$ cat src/rtl/seg_pkg.sv
// Shared constants and types for the six-digit seven-segment scan driver.
// Segment patterns are active-high here; polarity is applied by the driver.
package seg_pkg;

  localparam int NUM_DIGITS = 6;
  localparam int NIBBLE_W   = 4;
  localparam int DATA_W     = NUM_DIGITS * NIBBLE_W;

  // Bit positions inside the 8-bit segment word {dp,g,f,e,d,c,b,a}.
  localparam int SEG_A  = 0;
  localparam int SEG_B  = 1;
  localparam int SEG_C  = 2;
  localparam int SEG_D  = 3;
  localparam int SEG_E  = 4;
  localparam int SEG_F  = 5;
  localparam int SEG_G  = 6;
  localparam int SEG_DP = 7;

  // Digit index; three bits cover digits 0..5.
  typedef logic [2:0] digit_idx_t;

  // Hex to segment table, active-high, dp bit clear.
  localparam logic [7:0] HEX_TABLE [0:15] = '{
    8'h3F, 8'h06, 8'h5B, 8'h4F, 8'h66, 8'h6D, 8'h7D, 8'h07,
    8'h7F, 8'h6F, 8'h77, 8'h7C, 8'h39, 8'h5E, 8'h79, 8'h71
  };

endpackage

$ cat src/rtl/seg_hex_decode.sv
// Combinational hex nibble to seven-segment pattern, active-high, dp merged
// into the top bit.
module seg_hex_decode
  import seg_pkg::*;
(
  input  logic [NIBBLE_W-1:0] nibble,
  input  logic                dp,
  output logic [7:0]          pattern
);

  logic [7:0] glyph;

  // Look up the glyph and OR the decimal point into its own bit.
  always_comb begin
    glyph                  = HEX_TABLE[nibble];
    pattern                = 8'h00;
    pattern[SEG_G:SEG_A]   = glyph[SEG_G:SEG_A];
    pattern[SEG_DP]        = dp;
  end

endmodule

$ cat src/rtl/seg_scan_driver.sv
// Time-multiplexed six-digit seven-segment driver. Data, enables and points
// are snapshotted once per frame; each digit slot starts with a short blank
// interval against ghosting. Optional build macro SEG_LEADING_ZERO_BLANK_EN
// blanks leading zero digits (digit 0 and digits with a point are kept).
module seg_scan_driver
  import seg_pkg::*;
#(
  parameter int SCAN_DIV       = 50000,
  parameter int BLANK_CYC      = 2,
  parameter int SEG_ACTIVE_LOW = 1,
  parameter int EN_ACTIVE_LOW  = 1
) (
  input  logic                  Clock,
  input  logic                  Reset,
  input  logic [DATA_W-1:0]     Data,
  input  logic [NUM_DIGITS-1:0] DisplayEnables,
  input  logic [NUM_DIGITS-1:0] Points,
  output logic [7:0]            Segs,
  output logic [NUM_DIGITS-1:0] En,
  output logic                  FrameDone
);

  localparam int                    PW         = (SCAN_DIV > 1) ? $clog2(SCAN_DIV) : 1;
  localparam logic [PW-1:0]         PRE_LAST   = PW'(SCAN_DIV - 1);
  localparam digit_idx_t            LAST_DIGIT = digit_idx_t'(NUM_DIGITS - 1);
  localparam logic [7:0]            SEG_OFF    = (SEG_ACTIVE_LOW != 0) ? 8'hFF : 8'h00;
  localparam logic [NUM_DIGITS-1:0] EN_OFF     = (EN_ACTIVE_LOW != 0) ? '1 : '0;

  logic [PW-1:0]         prescaler;
  digit_idx_t            index;
  logic                  reload;
  logic [DATA_W-1:0]     shadow_data;
  logic [NUM_DIGITS-1:0] shadow_en;
  logic [NUM_DIGITS-1:0] shadow_pts;

  logic                  slot_end;
  logic                  frame_end;
  logic                  in_blank;
  logic [DATA_W-1:0]     cur_data;
  logic [NUM_DIGITS-1:0] cur_en;
  logic [NUM_DIGITS-1:0] cur_pts;
  logic [NIBBLE_W-1:0]   nibbles [NUM_DIGITS];
  logic [NUM_DIGITS-1:0] show_mask;
  logic [NUM_DIGITS-1:0] onehot;
  logic [7:0]            seg_pattern;
  logic [7:0]            seg_next;
  logic [NUM_DIGITS-1:0] en_next;

  assign slot_end  = (prescaler == PRE_LAST);
  assign frame_end = slot_end && (index == LAST_DIGIT);
  assign in_blank  = (int'(prescaler) < BLANK_CYC);

  // Scan timing and frame snapshot; reset aborts the frame and arms a reload.
  always_ff @(posedge Clock) begin
    // NOTE: sequential state uses non-blocking assignments so every register
    // samples the pre-edge values, independent of statement order.
    if (Reset) begin
      prescaler   <= '0;
      index       <= '0;
      reload      <= 1'b1;
      // NOTE: the shadows are plain registers, not a memory, so resetting them
      // costs nothing and keeps the first blank slot deterministic.
      shadow_data <= '0;
      shadow_en   <= '0;
      shadow_pts  <= '0;
    end else begin
      prescaler <= slot_end ? '0 : prescaler + 1'b1;
      if (slot_end) begin
        index <= (index == LAST_DIGIT) ? '0 : index + 1'b1;
      end
      if (reload || frame_end) begin
        shadow_data <= Data;
        shadow_en   <= DisplayEnables;
        shadow_pts  <= Points;
      end
      reload <= 1'b0;
    end
  end

  // On the reload cycle the shadows still hold reset values, so the digit-0
  // output computed that cycle takes the live inputs being captured.
  always_comb begin
    // NOTE: every always_comb output gets a default first so no path leaves
    // it unassigned, which would otherwise infer a latch.
    cur_data = shadow_data;
    cur_en   = shadow_en;
    cur_pts  = shadow_pts;
    if (reload) begin
      cur_data = Data;
      cur_en   = DisplayEnables;
      cur_pts  = Points;
    end
  end

  for (genvar g = 0; g < NUM_DIGITS; g++) begin : g_nibble
    assign nibbles[g] = cur_data[g*NIBBLE_W +: NIBBLE_W];
  end

`ifdef SEG_LEADING_ZERO_BLANK_EN
  logic seen_nonzero;

  // Walk from the top digit down; a digit shows once a nonzero nibble has
  // been seen at or above it, or if it is digit 0, or if it carries a point.
  always_comb begin
    seen_nonzero = 1'b0;
    show_mask    = '0;
    for (int i = NUM_DIGITS - 1; i >= 0; i--) begin
      seen_nonzero = seen_nonzero | (nibbles[i] != '0);
      show_mask[i] = cur_en[i] & (seen_nonzero | (i == 0) | cur_pts[i]);
    end
  end
`else
  assign show_mask = cur_en;
`endif

  seg_hex_decode u_decode (
    .nibble  (nibbles[index]),
    .dp      (cur_pts[index]),
    .pattern (seg_pattern)
  );

  assign onehot = NUM_DIGITS'(1) << index;

  // Next slot outputs: all off during the blank interval or for a hidden digit.
  always_comb begin
    seg_next = SEG_OFF;
    en_next  = EN_OFF;
    if (!in_blank && show_mask[index]) begin
      seg_next = (SEG_ACTIVE_LOW != 0) ? ~seg_pattern : seg_pattern;
      en_next  = (EN_ACTIVE_LOW != 0) ? ~onehot : onehot;
    end
  end

  // Output registers, one cycle behind the scan state.
  always_ff @(posedge Clock) begin
    if (Reset) begin
      Segs      <= SEG_OFF;
      En        <= EN_OFF;
      FrameDone <= 1'b0;
    end else begin
      Segs      <= seg_next;
      En        <= en_next;
      FrameDone <= frame_end;
    end
  end

endmodule

$ cat config.mk
export PLATFORM = sky130hd
export DESIGN_NAME = seg_scan_driver
export DESIGN_NICKNAME = d
export VERILOG_FILES = /design/src/rtl/seg_pkg.sv /design/src/rtl/seg_hex_decode.sv /design/src/rtl/seg_scan_driver.sv
export SDC_FILE = /design/constraint.sdc
export NUM_CORES = 1
export LEC_CHECK = 0
export ABC_AREA = 1
export CAP_MARGIN = 25
export CORE_MARGIN = 2
export CORE_UTILIZATION = 53
export DETAILED_ROUTE_END_ITERATION = 8
export GPL_TIMING_DRIVEN = 0
export HOLD_SLACK_MARGIN = 0.12
export PLACE_DENSITY = 0.77
export SYNTH_ARGS = -nofsm -noshare
export SYNTH_HDL_FRONTEND = slang
export SYNTH_SLANG_ARGS = --single-unit
export TNS_END_PERCENT = 30
$ cat constraint.sdc
create_clock -name Clock -period 2.4 [get_ports Clock]
set_clock_uncertainty 0.15 [all_clocks]
set_input_delay 0.6 -clock Clock [delete_from_list [all_inputs] [get_ports Clock]]
set_output_delay 0.6 -clock Clock [all_outputs]
set_load 0.01 [all_outputs]
**Where the registers sit**

Scale bar: 20 µm.
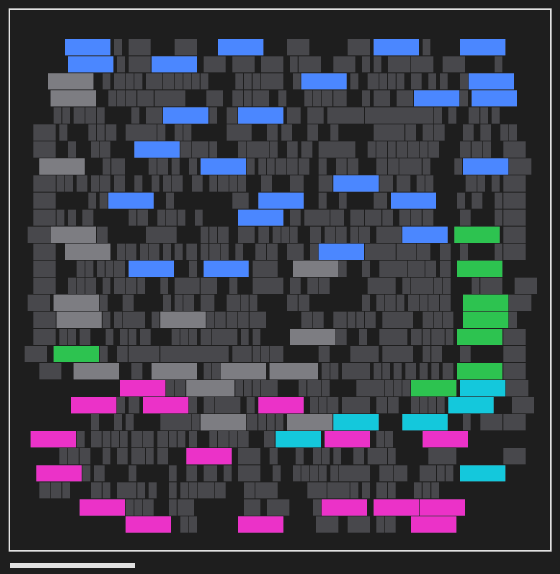
[En] cyan | flops: 6 | where: lower right
[Segs] green | flops: 8 | where: middle right
[prescaler] magenta | flops: 16
[shadow_data] blue | flops: 24
not coloured: 17
Storage cell area: 1424 µm²
Seq. pwr: 1.25 mW
register share of the cell area: 31.86%

**Placed standard cells**

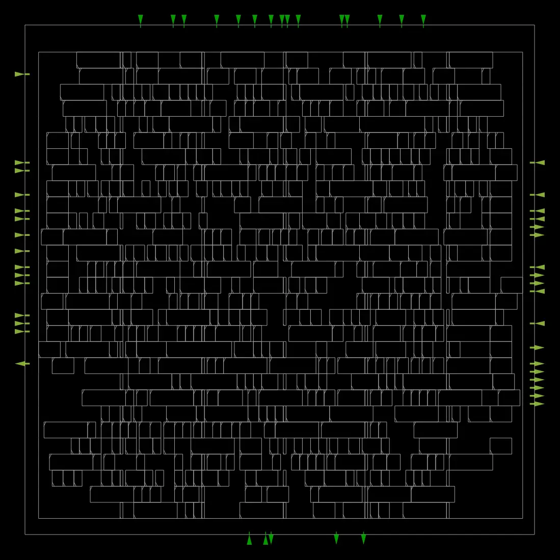
cell row count: 29
final core utilization: 69.20%
Non-Filler Instances: 669
core box area: 6459 µm²
# Taps: 77

**Sizing map**

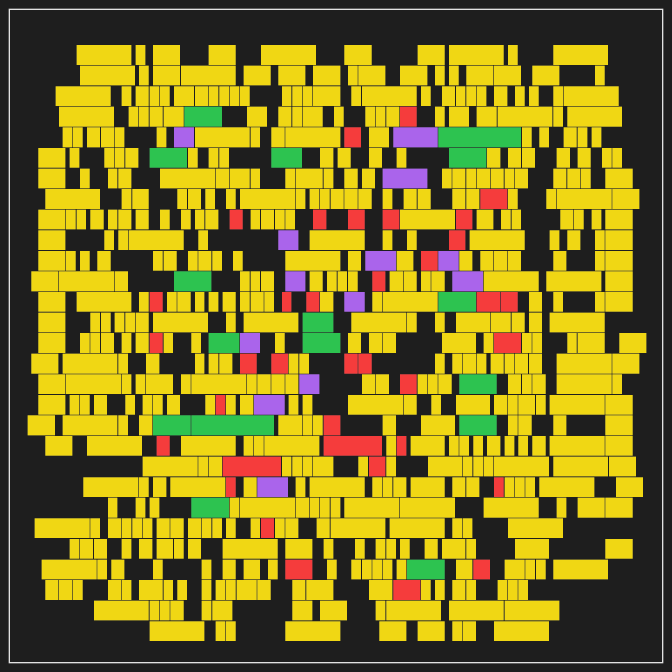
[_0 and _1 cells] yellow | cells: 527 | share: 89%
[_6 and larger] green | cells: 16 | share: 2.7%
[_3 and _4 cells] purple | cells: 13 | share: 2.2%
[_2 cells] red | cells: 36 | share: 6.1%
post-route cell area: 4469 µm²
final worst slack: 103.4 ps

**Wire density map**

The die is cut into 17 by 17 equal tiles; dark blue is low, red is high, scaled to the fullest tile. Values are wire area over tile area, all layers added.
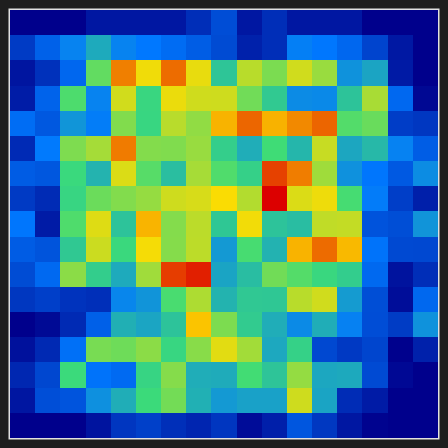
nearly empty tiles: 7.3%
tiles over half the peak: 32%
fullest tile: 0.57
mean over tiles: 0.21
densest ninth of the die: centre

**Clock wires, drivers and flops**

Scale bar: 20 µm.
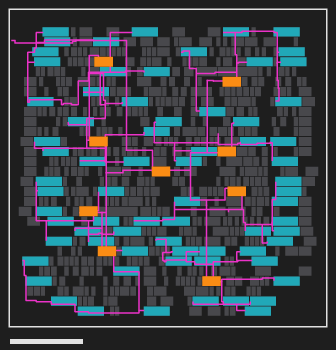
[clock drivers] orange | count: 9
[flip-flops] cyan | count: 71
[clock wires] magenta | length: 946 µm
flops lie: spread over the die
Clock net power: 1.11 mW
clock power share: 41.0%
Clock Latency Late Sink: 360 ps

==> changes_impl.md <==
### Changed

* Status: finished, final reports clean
* CP max FO at 10
* Final hold viol count at 0
* Logic share of the area at roughly two fifths
* Final slew viol count at 0
* Die ar. at between 7000 and 8000 µm²
* DRC Markers at 0
* Most frequent cells after synthesis: 100 x nand2_1, 91 x nor2_1, 71 x dfxtp_1
* GRT Max-Usage Layer: met2
* Commonest flop: dfxtp_1
* Tmin final at ~2300 ps
* Tcrit/Tclk final at a little over nine tenths
* Reg2Reg Setup Slack at just over 100 ps
* Slew headroom at approximately three fifths
* DRT iter0 DRCs at between 200 and 250
* Worst IR Drop VDD at about 360 µV
* Hold Slack at 341.1 ps
* Hold worst-path end: prescaler[0]
* CTS Buffer Depth at 2
* Initial core utilization at a little under three fifths
* Worst-margin pin slew at about 600 ps
* Switch Pwr at 0.6882 mW
* DRT Pass-1 Iters at 4
* Leading cell kind: multi-input combinational cells
* Met1 Track Usage GR at between 30 and 40%
* Cell Area, Synth at ~3600 µm²
* #FFs+latches synth at roughly 70
* Initial antenna violation count at 0
* Gate power share at 13.0%
* Seq share, synth at between 30% and 40%
* Max-cap viol count at 0
* Clk tree area frac at a little over 5%
* Log Warnings at 31
* Placed cells at roughly 650
* Met2 WL post-DR at roughly 4200 µm
kinds of logic (layout without fill, tap and decap cells):
logic type / Yosys count / in the layout / share of synthesized area (%)
simple gates: 280 / 280 / 34.36
compound gates: 84 / 84 / 12.97
fa+ha+maj: 8 / 8 / 2.796
buf+inv: 78 / 146 / 9.437
flops: 71 / 71 / 39.71
xor+xnor: 3 / 3 / 0.7341
timing repair:
action,4_1_cts,5_1_grt
setup endpoints to repair,1,6
hold buffers,0,0
cloned,0,0
gates resized,1,10
critical path: stages (launching register included):
cell     delay (ps)
dfxtp_1         370
buf_1           490
nand3_1         250
o21ai_4         160
inv_1           110
ha_1            230
inv_1           120
nand3_2          90
or2_0           200
nand3_1          60
Power and IR drop assume default switching activity.
